Fig. 1: run 1, routed clock nets over the placement
The bar under the picture is 20 um long.
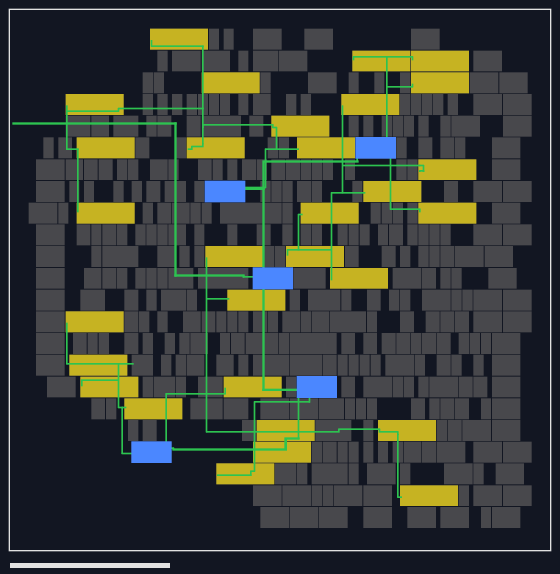
Fig. 2: run 1, I/O nets highlighted
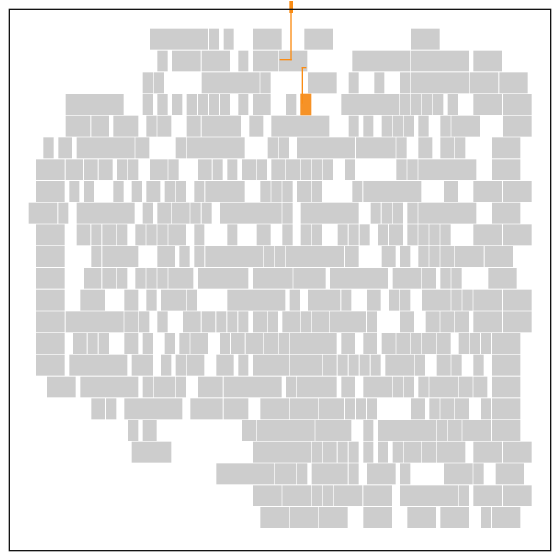
Fig. 3: run 1, clock wiring as the flow saved it
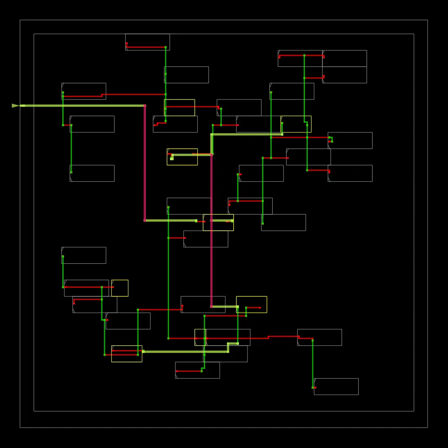
===== config.mk =====
export PLATFORM = sky130hd
export DESIGN_NAME = mux_tdm_nl
export DESIGN_NICKNAME = d
export VERILOG_FILES = /design/src/rtl/mux_tdm_nl.sv
export SDC_FILE = /design/constraint.sdc
export NUM_CORES = 1
export LEC_CHECK = 0
export ABC_AREA = 1
export CAP_MARGIN = 10
export CORE_MARGIN = 2
export CORE_UTILIZATION = 48
export CTS_CLUSTER_DIAMETER = 80
export DETAILED_ROUTE_END_ITERATION = 10
export PLACE_DENSITY = 0.95
export SLEW_MARGIN = 10
export SYNTH_ARGS = -nofsm -noshare
export SYNTH_HDL_FRONTEND = slang
export SYNTH_SLANG_ARGS = --single-unit

===== constraint.sdc =====
create_clock -name clk_nf -period 5.5 [get_ports clk_nf]
set_input_delay 0.55 -clock clk_nf [delete_from_list [all_inputs] [get_ports clk_nf]]
set_output_delay 0.55 -clock clk_nf [all_outputs]
set_load 0.03 [all_outputs]

===== src/rtl/mux_tdm_nl.sv =====
// mux_tdm_nl: N-lane time-division multiplexer on the fast clock.
// A rotating selector serialises N_LANES parallel lane words onto one registered
// stream, with lane-enable masking, align-to-lane-0, lane/frame tags and a
// saturating idle-slot counter.
// Optional build macro MUX_TDM_IDLE_FILL_EN: invalid slots drive IDLE_WORD on
// data_out instead of holding the previous word.
module mux_tdm_nl #(
    parameter int unsigned          N_LANES   = 4,
    parameter int unsigned          DATA_W    = 8,
    parameter int unsigned          CNT_W     = 16,
    parameter logic [DATA_W-1:0]    IDLE_WORD = 8'hBC
) (
    input  logic                        clk_nf,
    input  logic                        reset,
    input  logic [N_LANES*DATA_W-1:0]   data_in,
    input  logic [N_LANES-1:0]          valid_in,
    input  logic [N_LANES-1:0]          lane_en,
    input  logic                        align,
    input  logic                        cnt_clr,
    output logic [DATA_W-1:0]           data_out,
    output logic                        valid_out,
    output logic [((N_LANES > 1) ? $clog2(N_LANES) : 1)-1:0] lane_out,
    output logic                        frame_out,
    output logic [CNT_W-1:0]            idle_cnt
);

    localparam int unsigned SEL_W = (N_LANES > 1) ? $clog2(N_LANES) : 1;

    logic [SEL_W-1:0]  sel_q, sel_d;
    logic [SEL_W-1:0]  slot;
    logic [DATA_W-1:0] lane_word;
    logic              lane_vld;
    logic              lane_on;
    logic              slot_valid;

    logic [DATA_W-1:0] data_q, data_d;
    logic              valid_q;
    logic [SEL_W-1:0]  lane_q;
    logic              frame_q;
    logic [CNT_W-1:0]  cnt_q, cnt_d;

    // Effective slot: align overrides the rotating selector with lane 0.
    always_comb begin
        slot = align ? '0 : sel_q;
    end

    // Pick the current slot's word, valid and enable; other lanes are ignored.
    always_comb begin
        lane_word = '0;
        lane_vld  = 1'b0;
        lane_on   = 1'b0;
        for (int unsigned i = 0; i < N_LANES; i++) begin
            if (slot == SEL_W'(i)) begin
                lane_word = data_in[i*DATA_W +: DATA_W];
                lane_vld  = valid_in[i];
                lane_on   = lane_en[i];
            end
        end
    end

    // Next-state for selector, data word and idle counter.
    always_comb begin
        slot_valid = lane_vld & lane_on;

        // Explicit wrap so non-power-of-2 lane counts never reach N_LANES.
        sel_d = (slot == SEL_W'(N_LANES - 1)) ? '0 : slot + SEL_W'(1);

        if (slot_valid) begin
            data_d = lane_word;
        end else begin
`ifdef MUX_TDM_IDLE_FILL_EN
            data_d = IDLE_WORD;
`else
            data_d = data_q;
`endif
        end

        // Clear wins over the increment; disabled lanes are never idle.
        cnt_d = cnt_q;
        if (cnt_clr) begin
            cnt_d = '0;
        end else if (lane_on && !lane_vld && !(&cnt_q)) begin
            cnt_d = cnt_q + CNT_W'(1);
        end
    end

    // State and output registers; reset restarts the frame at lane 0.
    always_ff @(posedge clk_nf) begin
        if (reset) begin
            sel_q   <= '0;
            data_q  <= '0;
            valid_q <= 1'b0;
            lane_q  <= '0;
            frame_q <= 1'b0;
            cnt_q   <= '0;
        end else begin
            sel_q   <= sel_d;
            data_q  <= data_d;
            valid_q <= slot_valid;
            lane_q  <= slot;
            frame_q <= (slot == '0);
            cnt_q   <= cnt_d;
        end
    end

    // Drive ports straight from the registers.
    always_comb begin
        data_out  = data_q;
        valid_out = valid_q;
        lane_out  = lane_q;
        frame_out = frame_q;
        idle_cnt  = cnt_q;
    end

endmodule

==> job_summary.md, run 1 <==
### Yosys + OpenROAD results

| Metric | Value |
|---|---|
| Outcome | `finished clean` |
| # IOs | `72` |
| Met1 Usage GRT | `25.7%` |
| Post-route DRC | `0` |
| Ys flop type | `dfxtp_1` |
| Clock latency on the worst-skew pair | `0.29 ns` |
| Hold buffers post-CTS | `0` |
| R2R setup slack | `3.16 ns` |
| Reg-to-Reg End | `idle_cnt[2]` |
| Via count | `2178` |
| Post-synth regs | `30` |
| Metal-1 WL | `2230 um` |
| Final cell utilization of the core | `69.9%` |
| Pre-Place Util | `49.2%` |
| Syn nets | `354` |
| WP data arrival | `2.93 ns` |
| Clock share of power | `32.7%` |
| Taps Inserted | `50` |
| Synth Seq Share | `30.9%` |
| Synth-to-layout area growth | `41.9%` |
| Multi-input gate area | `1180 sq um` |
| Mux contribution to synthesized area | `0%` |
| Sequential Power Share | `40.4%` |
| Yosys Chip Area | `1940 sq um` |
| Max-slew violations | `0` |
| Final clock-cell share | `3.45%` |
| Internal power | `0.399 mW` |
| Clock transition at path regs | `0.07 ns` |
| R2R cell count | `11` |
| Met3 WL post-DR | `516 um` |
| Compound Share, Synth | `12.9%` |
| Met2 Use GR | `47.2%` |
| WP buf/inv | `3` |
| Finished Cell Area | `2750 sq um` |
| Crit Path Max Fanout | `16` |
| Post_cts resized | `0` |
| Post-synthesis cell type count | `28` |
| Filler Cell Count | `320` |
| Min Tclk post-route | `2.71 ns` |
| Top class by area | `logic gates` |
| Number of flip-flops in the largest register | `16` |
| Post-Route WL | `5470 um` |
| PnR Total Power | `0.581 mW` |
| Die W | `67.6 um` |
| Top cells by area | `dfxtp_1, nand2_1, nor2_1` |
| Pwr dens | `211 nW/um^2` |
| Yosys adder share | `3.22%` |
| Hold Violations, Final | `0` |
| Comb/total area | `42.7%` |
| Final HPWL DP | `4100 um` |
| Delay-heaviest family, CP | `simple AND/OR/NAND/NOR gates` |
| DIE HEIGHT | `67.6 um` |
| Syn_area_per_cell | `6.36 sq um` |
| Initial drt markers | `134` |
| Drt first pass iters | `4` |
| CTS root buffer | `clkbuf_8` |
| Core footprint | `3940 sq um` |
| Critical path capture point type | `flop` |
| Worst hold path type | `flop to flop` |
| First-pass GRT wire length | `8500 um` |
| Signal inverters | `29` |
| H-Tree Depth | `2` |
| Vias in the first global route | `2007` |
| Clk power | `0.190 mW` |
| Routed wire length per instance | `12.8 um` |
| Crit Reg-Reg Startpoint | `sel_q[0]` |
| Nets | `424` |
| RSZ-0062 raised after global routing | `false` |
| Antenna-violating nets left | `0` |
| Most numerous logic cells after layout | `nand2_1, clkdlybuf4s50_1, nor2_1` |
| Met2 WL | `2650 um` |
| FFs w/ async S/R, synth | `0%` |
| Setup violations, final | `0` |
| Fraction of layout instances using a drive strength above 1 | `7.71%` |
| Chip Area | `4570 sq um` |
| Placed Area | `2660 sq um` |
| GRT overflow | `0` |
| Max-Cap Viols | `0` |
| Setup TNS | `0 ns` |
| Flop share of the area | `21.8%` |
| GRT Util Overall | `24.7%` |
| #MultiIn Comb | `238` |
| Antenna Cells | `0` |
| RD Place Congestion | `0.885` |
| Simple-Gate Area Share | `42.7%` |
| Cell row count | `23` |
| Antenna violations before repair | `0` |
| Non-clock buffer count in the final layout | `71` |
| Top logic family | `simple AND/OR/NAND/NOR gates` |
| Largest power group | `sequential cells` |
| Post-synth top area cell | `dfxtp_1` |
| Met3 Use GR | `5.83%` |
| Maximum clock rate | `0.370 GHz` |
| Hold Path Sink | `data_out[6]` |
| GRT busiest layer | `met2` |
| Area leader share | `30.9%` |
| CTS Buffer Depth | `2` |
| Top layer in use | `met4` |
| Number of enable flip-flop cells | `0` |
| CTS tree | `yes` |
| Max rail drop VDD | `0.000120 V` |
| Ys cells | `305` |
| Hold depth | `2` |
| Share of total power in combinational logic | `26.9%` |
| Most frequent logic cell in the layout | `nand2_1` |
| Crit path DRT | `5.73 ns` |
| Reg area | `601 sq um` |
| Crit-path slowest cell | `clkdlybuf4s50_1` |
| Critical Path Stages | `11` |
| XORs/XNORs by Area | `1.81%` |
| Least-Margin Pin Slew | `0.424 ns` |
| CP peak stage delay | `0.42 ns` |
| Sw Pwr | `0.183 mW` |
| Pleak | `1.12 nW` |
| Input/output buffers | `71` |
| Mapped Area | `1940 sq um` |
| Syn Inst Count | `305` |
| Switching part of the total | `31.4%` |
| Critical Path Start Type | `input port` |
| Sequential power | `0.235 mW` |
| CP cell instances | `clkdlybuf4s50_1, nor2_1, inv_1, ha_1, inv_1, nand3_1, a21oi_4, nand3_4, nand2_1, nand2_1, nor2_1` |
| Yosys warns | `0` |
| Relative slew slack | `71.7%` |
| Postcts setup bufs | `0` |
| Cycle use final | `49.2%` |
| Worst hold start | `data_out[6]` |
| Logic power comb | `0.156 mW` |
| Via density | `5.11` |
| CP Class | `input port to flop` |
| Count leader, synth | `nand2_1` |
| Non-clk buf share | `25.8%` |
| Largest net degree at the start of global routing | `19` |
| Top cells by count | `nand2_1, nor2_1, dfxtp_1` |
| Log Warnings | `29` |
## Picture notes: Fig. 1
[blue] clock-net drivers | count: 5
[yellow] flip-flops | count: 30
[green] clock wires | length: 433 um
flops lie: all over the die
routed clock nets: 6

## Picture notes: Fig. 2
| colour | port | direction | edge | end cells | wire |
|---|---|---|---|---|---|
| orange | cnt_clr | input | top | 1 | 12.2 um |

## Picture notes: Fig. 3
registers: 30
clock sink count: 30
total clock buffers created by CTS: 5
Clock Skew: 0.00750 ns
clock buf count: 6

==> run 1: how the worst max path moves through the flow <==
stage / startpoint / end
final: align / idle_cnt[2]
after global routing: align / idle_cnt[15]
after CTS: align / idle_cnt[10]
after detailed placement: align / idle_cnt[2]
after global placement: align / idle_cnt[2]
after floorplan: align / idle_cnt[14]
==> run 1: stage by stage <==
stage	setup slack [ns]	std cells	hold slack [ns]
detailed placement	2.54	418	0.479
CTS	2.81	426	0.492
finish	2.79	426	0.491
global route	2.52	426	0.521
floorplan	3.39	305	0.522
global placement	2.69	418	0.469
==> run 1: worst reg2reg max path: cells and delay by family, from the launching register on <==
kind | cells | cell delay (ns)
and+or+nand+nor | 6 | 0.93
DFF | 1 | 0.32
AOI/OAI and AO/OA | 1 | 0.28
adders and majority gates | 1 | 0.35
buffers and inverters | 3 | 0.40
==> run 2, diff against run 1 <==
--- a/config.mk
+++ b/config.mk
@@ -8,10 +8,10 @@
 export ABC_AREA = 1
 export CAP_MARGIN = 10
 export CORE_MARGIN = 2
-export CORE_UTILIZATION = 48
+export CORE_UTILIZATION = 40
 export CTS_CLUSTER_DIAMETER = 80
 export DETAILED_ROUTE_END_ITERATION = 10
-export PLACE_DENSITY = 0.95
+export PLACE_DENSITY = 0.87
 export SLEW_MARGIN = 10
 export SYNTH_ARGS = -nofsm -noshare
 export SYNTH_HDL_FRONTEND = slang
==> constraint.sdc (replaced) <==
create_clock -name clk_nf -period 2.4 [get_ports clk_nf]
set_input_delay 0.24 -clock clk_nf [delete_from_list [all_inputs] [get_ports clk_nf]]
set_output_delay 0.24 -clock clk_nf [all_outputs]
set_load 0.03 [all_outputs]
Fig. 4: run 2, I/O nets highlighted
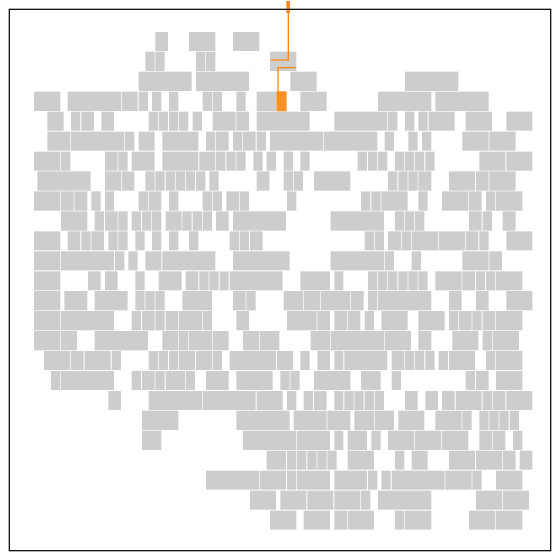
| colour | port | direction | edge | end cells | wire |
|---|---|---|---|---|---|
| orange | cnt_clr | input | top | 1 | 15.6 um |

Fig. 5: run 2, selected gate families
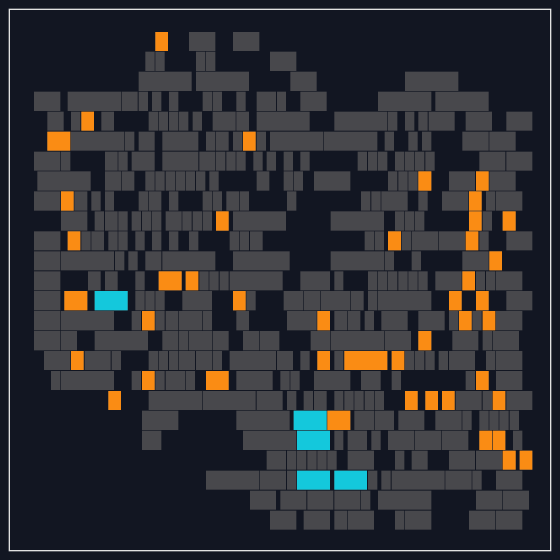
| colour | family | cells |
|---|---|---|
| orange | aoi and oai cells | 44 |
| cyan | fa/ha/maj cells | 5 |

Fig. 6: run 2, clock wiring as the flow saved it
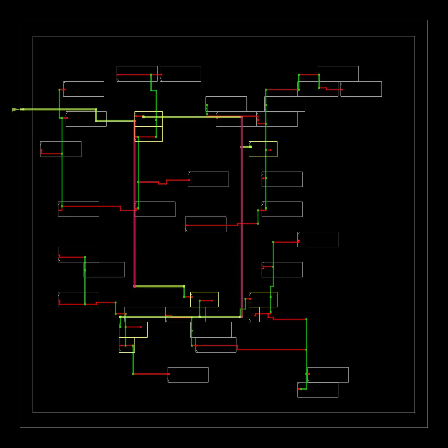
Clk power: 0.430 mW
clock latency on the worst-skew pair: 0.29 ns
Clock Skew: 0.0103 ns

==> job_summary.md, run 2 <==
### Yosys + OpenROAD results

| Metric | Value |
|---|---|
| Max rail drop VDD | `0.000274 V (+130%)` |
| Met2 Use GR | `37.8% (-9.4 points)` |
| Final cell utilization of the core | `60.1% (-9.8 points)` |
| R2R cell count | `14 (+3)` |
| Reg-to-Reg End | `data_out[6]` |
| Top cells by count | `nand2_1, nor2_1, dfxtp_1` |
| Worst hold path type | `flop to flop` |
| Maximum clock rate | `0.493 GHz` |
| CP Class | `input port to flop` |
| Post-Route WL | `5570 um (+1.8%)` |
| Via count | `2202 (+1.1%)` |
| Chip Area | `5420 sq um (+19%)` |
| Antenna violations before repair | `0 (unchanged)` |
| Post-route DRC | `0 (unchanged)` |
| Pwr dens | `473 nW/um^2 (+120%)` |
| GRT overflow | `0 (unchanged)` |
| Nets | `432 (+1.9%)` |
| DIE HEIGHT | `73.7 um (+9.0%)` |
| Cells after DPL | `430 (+2.9%)` |
| Initial drt markers | `87 (-35%)` |
| Sw Pwr | `0.413 mW (+130%)` |
| Hold Violations, Final | `0 (unchanged)` |
| Min Tclk post-route | `2.03 ns` |
| Layout Cells excl Fill | `438 (+2.8%)` |
| Yosys adder share | `3.22% (unchanged)` |
| Most frequent logic cell in the layout | `nand2_1` |
| Switching part of the total | `30.9% (-0.52 points)` |
| H-Tree Depth | `2 (unchanged)` |
| Vias in the first global route | `2131 (+6.2%)` |
| Fraction of layout instances using a drive strength above 1 | `9.64% (+1.9 points)` |
| Post-synthesis cell type count | `28 (unchanged)` |
| Number of enable flip-flop cells | `0 (unchanged)` |
| R2R setup slack | `0.44 ns (-2.72 ns)` |
| CP peak stage delay | `0.42 ns (about the same)` |
| Log Warnings | `29 (unchanged)` |
| WP data arrival | `2.25 ns (-0.68 ns)` |
| Antenna-violating nets left | `0 (unchanged)` |
| RD Place Congestion | `0.848 (-4.2%)` |
| Hold slack | `0.492 ns (+0.000149 ns)` |
| Most numerous logic cells after layout | `nand2_1, clkdlybuf4s50_1, nor2_1` |
| CTS Buffer Depth | `2 (unchanged)` |
| Drt first pass iters | `4 (unchanged)` |
| Post_cts resized | `0 (unchanged)` |
| Worst Setup SP | `align` |
| Crit Reg-Reg Startpoint | `sel_q[1]` |
| Total clock buffers created by CTS | `5 (unchanged)` |
| Top cells by area | `dfxtp_1, nand2_1, nor2_1` |
| Outcome | `finished clean` |
| Input/output buffers | `71 (unchanged)` |
| Post-synth regs | `30 (unchanged)` |
| Clock share of power | `32.2% (-0.5 points)` |
| Hold depth | `2 (unchanged)` |
| Delay-heaviest family, CP | `simple AND/OR/NAND/NOR gates` |
| Synth Seq Share | `30.9% (unchanged)` |
| Metal-1 WL | `2240 um (+0.36%)` |
| Post-synth top area cell | `dfxtp_1` |
| Sequential power | `0.539 mW (+130%)` |
| Yosys Chip Area | `1940 sq um (unchanged)` |
| FFs w/ async S/R, synth | `0% (unchanged)` |
| Clock sink count | `30 (unchanged)` |
| Via density | `5.03 (-1.7%)` |
| CTS root buffer | `clkbuf_8` |
| Logic power comb | `0.366 mW (+130%)` |
| CTS tree | `yes` |
| Final HPWL DP | `4230 um (+3.2%)` |
| Hold Path Sink | `data_out[5]` |
| Least-Margin Pin Slew | `0.427 ns (+0.00310 ns)` |
| Syn Inst Count | `305 (unchanged)` |
| Cell row count | `25 (+8.7%)` |
| Count leader, synth | `nand2_1` |
| Routed wire length per instance | `12.7 um (-1.0%)` |
| WP buf/inv | `3 (unchanged)` |
| Critical Path Start Type | `input port` |
| Met2 WL | `2720 um (+2.6%)` |
| Area leader share | `30.9% (unchanged)` |
| Syn nets | `354 (unchanged)` |
| Synth-to-layout area growth | `45.3%` |
| Crit path DRT | `2.62 ns (-3.11 ns)` |
| Yosys warns | `0 (unchanged)` |
| Max-slew violations | `0 (unchanged)` |
## run 2: layout make-up
| cell class | count | area (sq um) |
|---|---|---|
| tap | 54 | 67.6 |
| inverter | 29 | 109 |
| fill | 428 | 1870 |
| clock buffer | 6 | 82.6 |
| multi-input combinational | 238 | 1180 |
| sequential | 30 | 601 |
| clock inverter | 2 | 12.5 |
| timing repair buffer | 79 | 771 |
## run 2: kinds of logic (layout without fill, tap and decap cells)
| group | count (synthesis) | after routing |
|---|---|---|
| and+or+nand+nor | 185 | 185 |
| AOI/OAI and AO/OA | 44 | 44 |
| buffers and inverters | 37 | 116 |
| DFF | 30 | 30 |
| adders and majority gates | 5 | 5 |
| xor gates and xnor gates | 4 | 4 |
==> run 3, diff against run 2 <==
==> constraint.sdc (replaced) <==
create_clock -name clk_nf -period 1.7 [get_ports clk_nf]
set_input_delay 0.17 -clock clk_nf [delete_from_list [all_inputs] [get_ports clk_nf]]
set_output_delay 0.17 -clock clk_nf [all_outputs]
set_load 0.03 [all_outputs]
Fig. 7: run 3, routed clock nets over the placement
The bar under the picture is 20 um long.
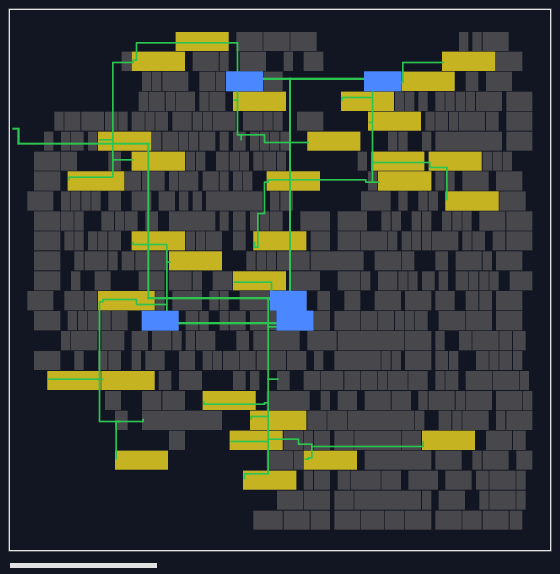
[blue] clock-net drivers | count: 5
[green] clock wires | length: 430 um
[yellow] flip-flops | count: 30
routed clock nets: 6

Fig. 8: run 3, I/O nets highlighted
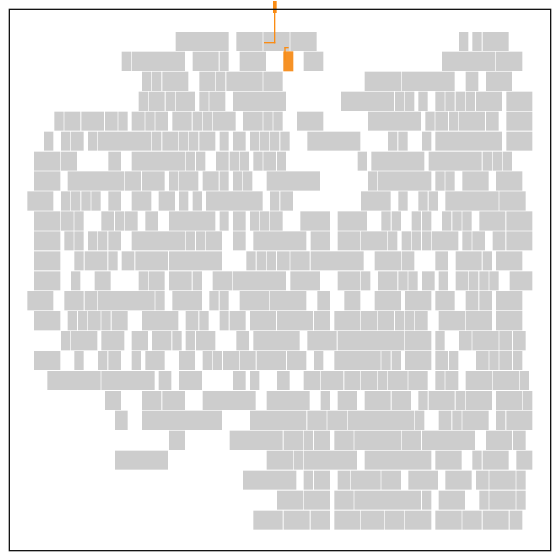
# IOs: 72
input/output buffers: 71

Fig. 9: run 3, clock wiring as the flow saved it
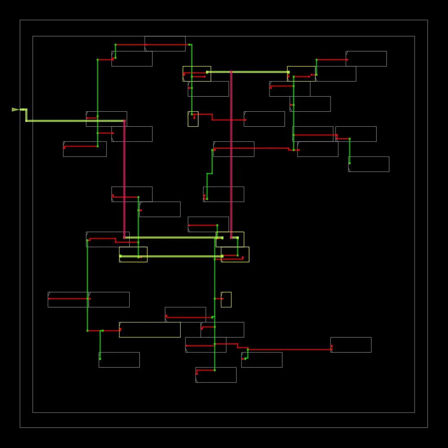
clock latency on the worst-skew pair: 0.28 ns
Clk power: 0.710 mW
clock buf count: 5

==> job_summary.md, run 3 <==
### Yosys + OpenROAD results

| Metric | Value |
|---|---|
| Least-Margin Pin Slew | `0.445 ns (+0.0180 ns)` |
| Nets | `460 (+6.5%)` |
| Cell row count | `25 (unchanged)` |
| Critical Path Start Type | `flop` |
| DIE HEIGHT | `73.7 um (unchanged)` |
| Syn nets | `354 (unchanged)` |
| RD Place Congestion | `0.854 (+0.74%)` |
| Registers | `30 (unchanged)` |
| Most numerous logic cells after layout | `nand2_1, clkdlybuf4s50_1, nor2_1` |
| Count leader, synth | `nand2_1` |
| Reg-to-Reg End | `idle_cnt[11]` |
| Top logic family | `simple AND/OR/NAND/NOR gates` |
| WP data arrival | `2.01 ns (-0.24 ns)` |
| Max-slew violations | `0 (unchanged)` |
| Hold Path Sink | `data_out[1]` |
| Drt first pass iters | `4 (unchanged)` |
| Log Warnings | `32 (+10%)` |
| Routed wire length per instance | `13.7 um (+7.6%)` |
| Reg area | `604 sq um (+0.63%)` |
| CTS Buffer Depth | `2 (unchanged)` |
| Post_cts resized | `23 (+23)` |
| #MultiIn Comb | `240 (+0.84%)` |
| Top class by area | `logic gates` |
| Syn Inst Count | `305 (unchanged)` |
| Synth Seq Share | `30.9% (unchanged)` |
| R2R setup slack | `-0.14 ns (-0.58 ns)` |
| Fraction of layout instances using a drive strength above 1 | `23.8% (+14 points)` |
| CP Class | `flop to flop` |
| Clock sink count | `30 (unchanged)` |
| Flop share of the area | `18.6% (-2.7 points)` |
| CP peak stage delay | `0.33 ns (-0.09 ns)` |
| Failing checks | `negative setup slack` |
| Yosys adder share | `3.22% (unchanged)` |
| Switching part of the total | `30.3% (-0.60 points)` |
| Hold Violations, Final | `0 (unchanged)` |
| Synth-to-layout area growth | `67.8%` |
| Min Tclk post-route | `1.84 ns` |
| Max rail drop VDD | `0.000494 V (+80%)` |
| Taps Inserted | `54 (unchanged)` |
| Initial drt markers | `76 (-13%)` |
| Sw Pwr | `0.647 mW (+57%)` |
| Via density | `5.08 (+0.95%)` |
| Logic power comb | `0.662 mW (+81%)` |
| CTS root buffer | `clkbuf_8` |
| Post-synth regs | `30 (unchanged)` |
| Chip Area | `5420 sq um (unchanged)` |
| Most frequent logic cell in the layout | `nand2_1` |
| Area leader share | `30.9% (unchanged)` |
| WP buf/inv | `4 (+1)` |
| Pwr dens | `655 nW/um^2 (+38%)` |
| Delay-heaviest family, CP | `simple AND/OR/NAND/NOR gates` |
| H-Tree Depth | `2 (unchanged)` |
| CTS tree | `yes` |
| Post-route worst setup slack | `-0.137 ns` |
| Via count | `2365 (+7.4%)` |
| Outcome | `finished, violations left` |
| Post-synthesis cell type count | `28 (unchanged)` |
| FFs w/ async S/R, synth | `0% (unchanged)` |
| GRT overflow | `0 (unchanged)` |
| Clock Skew | `0.00575 ns (-0.00451 ns)` |
| Post-Route WL | `6370 um (+14%)` |
| Yosys Chip Area | `1940 sq um (unchanged)` |
| Setup violations, final | `24` |
| Yosys warns | `0 (unchanged)` |
| Final clock-cell share | `3.34% (-0.030 points)` |
| Vias in the first global route | `2199 (+3.2%)` |
| Hold depth | `2 (unchanged)` |
| Antenna-violating nets left | `0 (unchanged)` |
| Non-clock buffer count in the final layout | `105 (+33%)` |
| Comb/total area | `41.6% (-0.14 points)` |
| Final HPWL DP | `4360 um (+2.9%)` |
| Layout Cells excl Fill | `466 (+6.4%)` |
| Final cell utilization of the core | `69.4% (+9.3 points)` |
| Cells after DPL | `446 (+3.7%)` |
| Worst hold path type | `flop to flop` |
| Filler Cell Count | `365 (-15%)` |
| Signal inverters | `29 (unchanged)` |
| Post-synth top area cell | `dfxtp_1` |
==> run 3: cell counts after synthesis <==
Identical to the previous run, type by type.
==> run 3: per-layer routing <==
metal  GRT usage [%]  vias to the layer above  wire (um)
li1                -                     1194          -
met1            25.2                     1063       2650
met2            41.8                       94       3100
met3            6.31                       14        475
met4            9.70                        0        145
met5               0                        -          0
==> run 3: worst max path at each step <==
stage	start	endpoint	cells past startpoint
finish	sel_q[0]	idle_cnt[11]	11
global route	sel_q[0]	data_out[5]	13
CTS	sel_q[0]	data_out[2]	11
detailed placement	align	idle_cnt[10]	13
global placement	align	idle_cnt[10]	13
floorplan	sel_q[1]	data_out[6]	14
Power and IR drop assume default switching activity.
